## src/rtl/boa_pmu_pkg.sv

```systemverilog
// boa_pmu_pkg: shared state encoding for the power sequencer.
package boa_pmu_pkg;

   typedef enum logic [2:0] {PMU_RESET, PMU_RUN, PMU_SHDN, PMU_OFF, PMU_PWRUP} pmu_state_t;

endpackage

```

## src/rtl/pmu_bus.sv

```systemverilog
// pmu_bus: reset/shutdown request lines from the PMU peripheral to the sequencer.
interface pmu_bus;

   logic rst;
   logic shdn;

   modport CPU (output rst, output shdn);
   modport PMU (input rst, input shdn);

endinterface

```

## src/rtl/boa_pmu_sequencer.sv

```systemverilog
// boa_pmu_sequencer: turns PMU reset/shutdown requests and wake into a timed system reset and rail enable.
module boa_pmu_sequencer
   import boa_pmu_pkg::*;
#(
   parameter int RST_CYCLES   = 16,
   parameter int SHDN_CYCLES  = 64,
   parameter int PWRUP_CYCLES = 256
) (
   input  logic clk,
   input  logic rst,
   pmu_bus.PMU  pmb,
   input  logic wake,
   output logic sys_rst,
   output logic pwr_en,
   output logic off
);

   localparam int MAX_A = (RST_CYCLES > SHDN_CYCLES) ? RST_CYCLES : SHDN_CYCLES;
   localparam int MAX_C = (MAX_A > PWRUP_CYCLES) ? MAX_A : PWRUP_CYCLES;
   localparam int CW    = $clog2(MAX_C + 1);

   localparam logic [CW-1:0] RST_LD   = CW'(RST_CYCLES - 1);
   localparam logic [CW-1:0] SHDN_LD  = CW'(SHDN_CYCLES - 1);
   localparam logic [CW-1:0] PWRUP_LD = CW'(PWRUP_CYCLES - 1);

   pmu_state_t    state_q, state_d;
   logic [CW-1:0] cnt_q, cnt_d;
   logic          cnt_zero;

   assign cnt_zero = cnt_q == '0;

   // shutdown is checked before reset so a simultaneous request always powers down
   always_comb begin
      state_d = state_q;
      cnt_d   = cnt_q;
      case (state_q)
         PMU_RESET: begin
            if (pmb.shdn) begin
               state_d = PMU_SHDN;
               cnt_d   = SHDN_LD;
            end else if (pmb.rst) begin
               cnt_d   = RST_LD;
            end else if (cnt_zero) begin
               state_d = PMU_RUN;
            end else begin
               cnt_d   = cnt_q - 1'b1;
            end
         end
         PMU_RUN: begin
            if (pmb.shdn) begin
               state_d = PMU_SHDN;
               cnt_d   = SHDN_LD;
            end else if (pmb.rst) begin
               state_d = PMU_RESET;
               cnt_d   = RST_LD;
            end
         end
         PMU_SHDN: begin
            if (cnt_zero) state_d = PMU_OFF;
            else cnt_d = cnt_q - 1'b1;
         end
         PMU_OFF: begin
            if (wake) begin
               state_d = PMU_PWRUP;
               cnt_d   = PWRUP_LD;
            end
         end
         PMU_PWRUP: begin
            if (cnt_zero) begin
               state_d = PMU_RESET;
               cnt_d   = RST_LD;
            end else begin
               cnt_d   = cnt_q - 1'b1;
            end
         end
         default: begin
            state_d = PMU_RESET;
            cnt_d   = RST_LD;
         end
      endcase
   end

   // outputs decode the next state so they come straight from flops with no extra latency
   always_ff @(posedge clk or posedge rst) begin
      if (rst) begin
         state_q <= PMU_RESET;
         cnt_q   <= RST_LD;
         sys_rst <= 1'b1;
         pwr_en  <= 1'b1;
         off     <= 1'b0;
      end else begin
         state_q <= state_d;
         cnt_q   <= cnt_d;
         sys_rst <= state_d != PMU_RUN;
         pwr_en  <= state_d != PMU_OFF;
         off     <= state_d == PMU_OFF;
      end
   end

endmodule

```

## src/flat_wrapper.sv

```systemverilog
// flat-port wrapper written by rule: the top's interface ports become plain ports
module boa_pmu_sequencer_flat import boa_pmu_pkg::*;
#(
   parameter int RST_CYCLES   = 16,
   parameter int SHDN_CYCLES  = 64,
   parameter int PWRUP_CYCLES = 256
)
  (clk, rst, wake, sys_rst, pwr_en, off, pmb_rst, pmb_shdn);
  pmu_bus pmb_i ();
  input  logic clk;
  input  logic rst;
  input  logic wake;
  output logic sys_rst;
  output logic pwr_en;
  output logic off;
  input wire logic [$bits(pmb_i.rst)-1:0] pmb_rst;
  input wire logic [$bits(pmb_i.shdn)-1:0] pmb_shdn;
  assign pmb_i.rst = pmb_rst;
  assign pmb_i.shdn = pmb_shdn;
  boa_pmu_sequencer #(.RST_CYCLES(RST_CYCLES), .SHDN_CYCLES(SHDN_CYCLES), .PWRUP_CYCLES(PWRUP_CYCLES)) u_core (.clk(clk), .rst(rst), .pmb(pmb_i), .wake(wake), .sys_rst(sys_rst), .pwr_en(pwr_en), .off(off));
endmodule
```

## config.mk

```make
export PLATFORM = sky130hd
export DESIGN_NAME = boa_pmu_sequencer_flat
export DESIGN_NICKNAME = d
export VERILOG_FILES = /design/src/rtl/boa_pmu_pkg.sv /design/src/rtl/pmu_bus.sv /design/src/rtl/boa_pmu_sequencer.sv /design/src/flat_wrapper.sv
export SDC_FILE = /design/constraint.sdc
export NUM_CORES = 1
export LEC_CHECK = 0
export CAP_MARGIN = 20
export CORE_ASPECT_RATIO = 1.25
export CORE_MARGIN = 10
export CORE_UTILIZATION = 55
export CTS_BUF_LIST = sky130_fd_sc_hd__clkbuf_8
export CTS_CLUSTER_DIAMETER = 40
export CTS_CLUSTER_SIZE = 20
export DETAILED_ROUTE_END_ITERATION = 10
export HOLD_SLACK_MARGIN = 0.15
export PLACE_DENSITY = 0.81
export RECOVER_POWER = 25
export SLEW_MARGIN = 5
export SYNTH_ARGS = -nofsm -noshare
export SYNTH_HDL_FRONTEND = slang
export SYNTH_SLANG_ARGS = --single-unit
```

## constraint.sdc

```tcl
create_clock -name clk -period 2.2 [get_ports clk]
set_input_delay 0.33 -clock clk [delete_from_list [all_inputs] [get_ports clk]]
set_output_delay 0.33 -clock clk [all_outputs]
set_load 0.1 [all_outputs]
```

Fig. 1: run 1, supply network
(6 px per um) Pins as bars on the die edge.
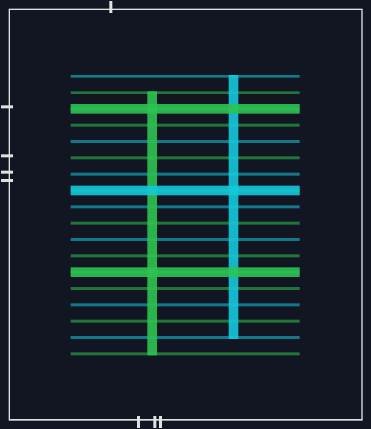
colour	net
cyan	VDD
green	VSS
rows	17
met1 rails	18

Fig. 2: run 1, placement by cell class
(4 px per um) Fill, decap, tap and diode cells in grey.
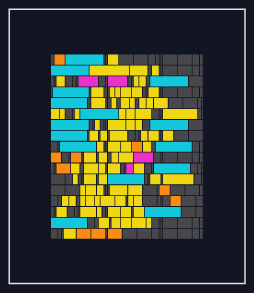
colour	class	cells
magenta	clock drivers and dummy loads	4
yellow	all other logic	81
cyan	flip-flops	15
orange	other buffers and delay cells	10
post-layout util: 64.7%
Finished Cell Area: 0.00114 mm2
core area: 0.00177 mm2

==> results.txt, run 1 <==
Status: completed
Final min period: 2.06 ns
Top cells, area: dfrtp_1 22%, dfstp_2 15%, a21oi_1 4.4%
Slew margin rel.: 62.0%
Max-slew violations: 0
Power density over the cells: 1220 mW/mm2
Layout fillers: 149
Iter 0 DRT Violations: 22
1st-pass router iterations: 4
Post-Syn Nets: 109
Hold path startpoint: u_core.cnt_q[2]$_DFFE_PP1P_
Yosys cell count: 101
Site Rows: 17
Power share of the combinational group: 44.7%
Final Cycle Share: 93.8%
Crit-path slowest cell: dfstp_2
Crit. End Element: register
LEAKAGE: 0.479 nW
Ports: 8
Non-filler cells in the finished layout: 129
RSZ-0062 raised after global routing: no
CTS H-tree lvls: 1
CP Cell Sequence: inv_1 > ha_1 > nor4b_4 > and2_1 > inv_4 > ha_1 > o32a_1 > a2bb2oi_1
Bufs and invs on worst path: 2
Clkbuf count: 3
Final Hold Fails: 0
R2r setup slk: 0.14 ns
Die X: 58.5 um
Largest register FFs: 9
CTS Buf Count: 3
Chip area: 0.00399 mm2
Path depth of the worst reg2reg path: 8
Hold EP: u_core.cnt_q[2]$_DFFE_PP1P_
Most Frequent Cell on Critical Path: ha_1
Number of enable flip-flop cells: 0
Worst vdd ir: 766 uV
MaxCap Viol Count: 0
Clock tree cell share of total cell area: 4.05%
Met1 usage: 13.8%
Final setup viols: 0
Post-DP HPWL: 1750 um
Hold_buf cts: 0
Dominant logic cell types in the final layout: 9 x a21oi_1, 9 x dfrtp_1, 6 x inv_1, 6 x buf_4, 6 x dfstp_2
CTS Buffer Depth: 2
Area delta synth->final: 11.9%
WL met3: 102 um
Fig. 3: run 1, signal wires by layer
(6 px per um) Two of the layers only.
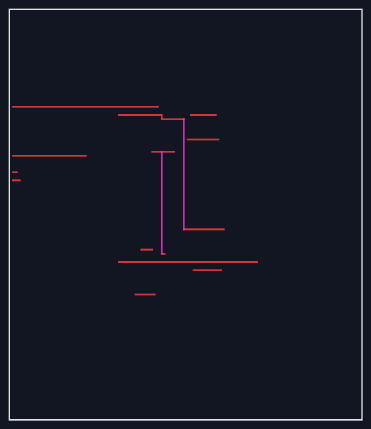
colour	layer	wire length
magenta	met4	35.4 um
red	met3	102 um
Post-Route WL: 2260 um
vias post-DR: 829
routed length per instance: 17.5 um
total track usage: 12.2%

Fig. 4: run 1, routed clock nets over the placement
(8 px per um)
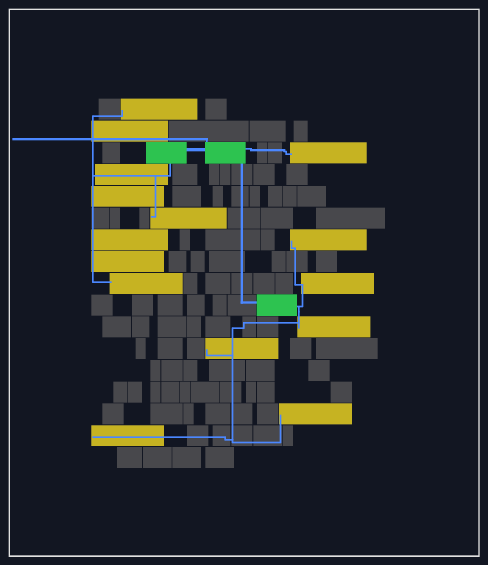
[yellow] flip-flops | count: 15
[green] cells driving clock nets | count: 3
[blue] clock wires | length: 199 um
routed clock nets	4
Late-Pin Clk Latency: 0.25 ns
Worst Clk Skew: 0.00373 ns
clock power share: 16.3%

--- run 2 (diff from run 1) ---
Clock period 2.2 ns to 2.1 ns, I/O delays scaled along.
Fig. 5: run 2, supply network
(6 px per um) Pins as bars on the die edge.
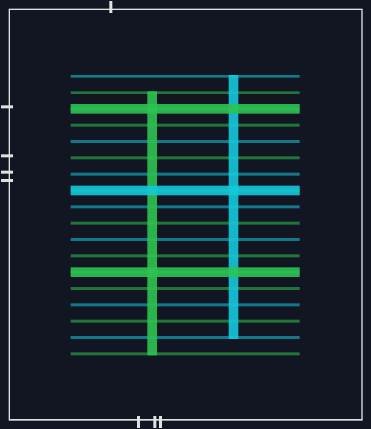
colour	net
cyan	VDD
green	VSS
met5 straps	3
met1 rails	18
rows	17
signal pins	8
met4 straps	2

==> run 2 against run 1 <==
Sequential cell count did not move. Sequential power rose by 3.7%. Die area did not move. Count of clock-buffer cells in the layout did not move. Register-to-register slack got worse by 0.07 ns. Via count rose by 0.84%. First-iteration DRC count rose by 41%. Final area rose by 1.3%. Critical path type unchanged.
==> results.txt, run 2 <==
Status: completed
Ports: 8 (unchanged)
Total track usage: 12.8% (+0.52 points)
Post-Syn Nets: 109 (unchanged)
RSZ-0062 raised after global routing: no
Layout fillers: 143 (-4.0%)
R2r setup slk: 0.07 ns (-0.07 ns)
Vias post-DR: 836 (+0.84%)
Power density over the cells: 1290 mW/mm2 (+5.9%)
Routed length per instance: 18.2 um (+3.9%)
Max-slew violations: 0 (unchanged)
Dominant logic cell types in the final layout: 9 x a21oi_1, 9 x dfrtp_1, 8 x buf_4, 6 x inv_1, 6 x dfstp_2
LEAKAGE: 0.490 nW (+2.2%)
Crit-path slowest cell: dfstp_2
CP Cell Sequence: inv_1 > ha_1 > nor4b_4 > and2_1 > inv_4 > ha_1 > o32a_1 > a2bb2oi_1
Crit. End Element: register
Hold_buf cts: 0 (unchanged)
Late-Pin Clk Latency: 0.25 ns (about the same)
Area delta synth->final: 13.4%
Yosys cell count: 101 (unchanged)
Slew margin rel.: 62.3% (+0.35 points)
CTS Buf Count: 3 (unchanged)
WL met3: 86 um (-16%)
Final Hold Fails: 0 (unchanged)
Final setup viols: 0 (unchanged)
Largest register FFs: 9 (unchanged)
Top cells, area: dfrtp_1 22%, dfstp_2 15%, a21oi_1 4.4%
Core area: 0.00177 mm2 (unchanged)
Fig. 6: run 2, placement by cell class
(4 px per um) Fill, decap, tap and diode cells in grey.
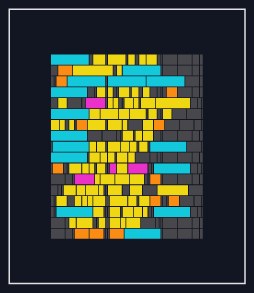
colour	class	cells
magenta	clock drivers and dummy loads	4
orange	other buffers and delay cells	12
cyan	flip-flops	15
yellow	all other logic	81
Site Rows: 17
post-layout util: 65.6%
flop share of the area: 33.1%
Finished Cell Area: 0.00116 mm2

Fig. 7: run 2, routed clock nets over the placement
(8 px per um)
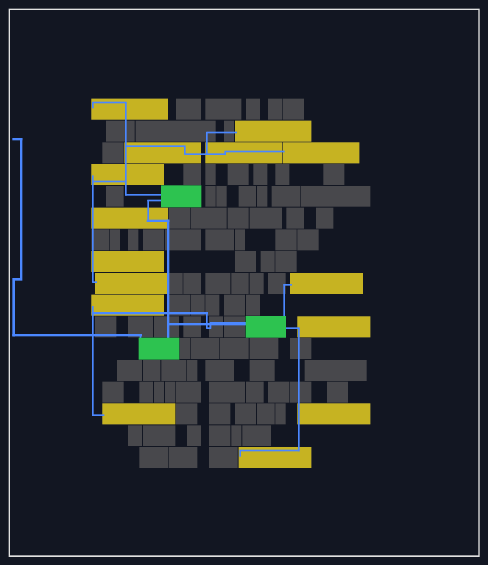

--- run 3 (diff from run 2) ---
Settings changed: ABC_AREA from default to 1, CTS_CLUSTER_DIAMETER 40 to 150.
Fig. 8: run 3, routed clock nets over the placement
(8 px per um)
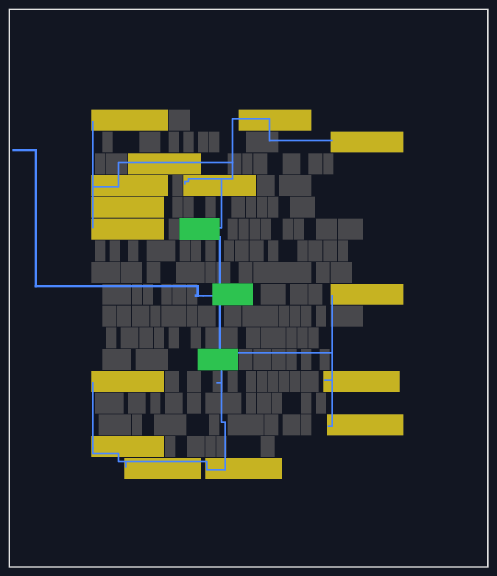
[yellow] flip-flops | count: 15
[green] cells driving clock nets | count: 3
[blue] clock wires | length: 217 um
routed clock nets	4

Fig. 9: run 3, placed standard cells
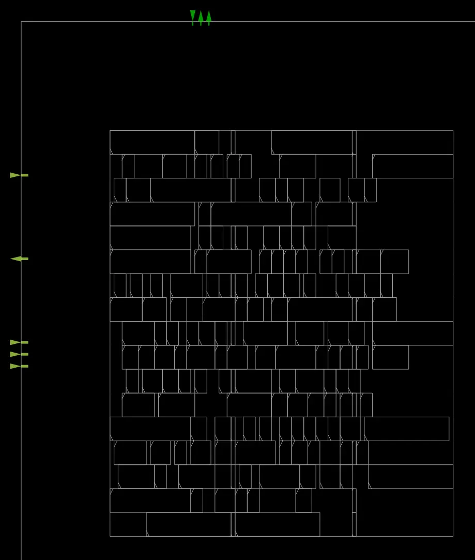
flop count: 15
# Taps: 19
post-layout util: 67.0%
flop share of the area: 31.6%

==> run 3 against run 2 <==
Count of clock-buffer cells in the layout did not move. Sequential cell count unchanged. Routed wire length decreased by 5.1%. Fmax is 9.9% higher. Sequential power decreased by 1%. Total power up 5.2%. Area after synthesis increased by 5.8%. Global-route usage shrank 1.0 points. Clock skew rose by 0.0037 ns. Combinational power up 13%. Register-to-register slack gained 0.18 ns. Clock power fell by 3%. Critical endpoint unchanged. Largest power group unchanged. Highest routed layer unchanged.
==> results.txt, run 3 <==
Late-Pin Clk Latency: 0.25 ns (about the same)
Crit. End Element: register
Final setup viols: 0 (unchanged)
R2r setup slk: 0.25 ns (+0.18 ns)
Max-slew violations: 0 (unchanged)
Slew margin rel.: 61.7% (-0.67 points)
Yosys cell count: 145 (+44%)
Post-Syn Nets: 153 (+40%)
Total track usage: 11.8% (-1.0 points)
CP Cell Sequence: inv_1 > ha_1 > inv_1 > nor2_1 > nand2_2 > nor2_8 > inv_4 > ha_1 > o21ai_0 > nand4_1 > o21ai_1 > inv_1
Largest register FFs: 9 (unchanged)
Vias post-DR: 949 (+14%)
Power density over the cells: 1300 mW/mm2 (+0.48%)
Top cells, area: dfrtp_1 21%, dfstp_2 15%, nand2_1 10%
Final Hold Fails: 0 (unchanged)
Status: completed
Finished Cell Area: 0.00121 mm2 (+4.6%)
WL met3: 67 um (-22%)
Crit-path slowest cell: dfstp_2
LEAKAGE: 0.622 nW (+27%)
No activity file was given, so power comes from the tool's default toggle rates.
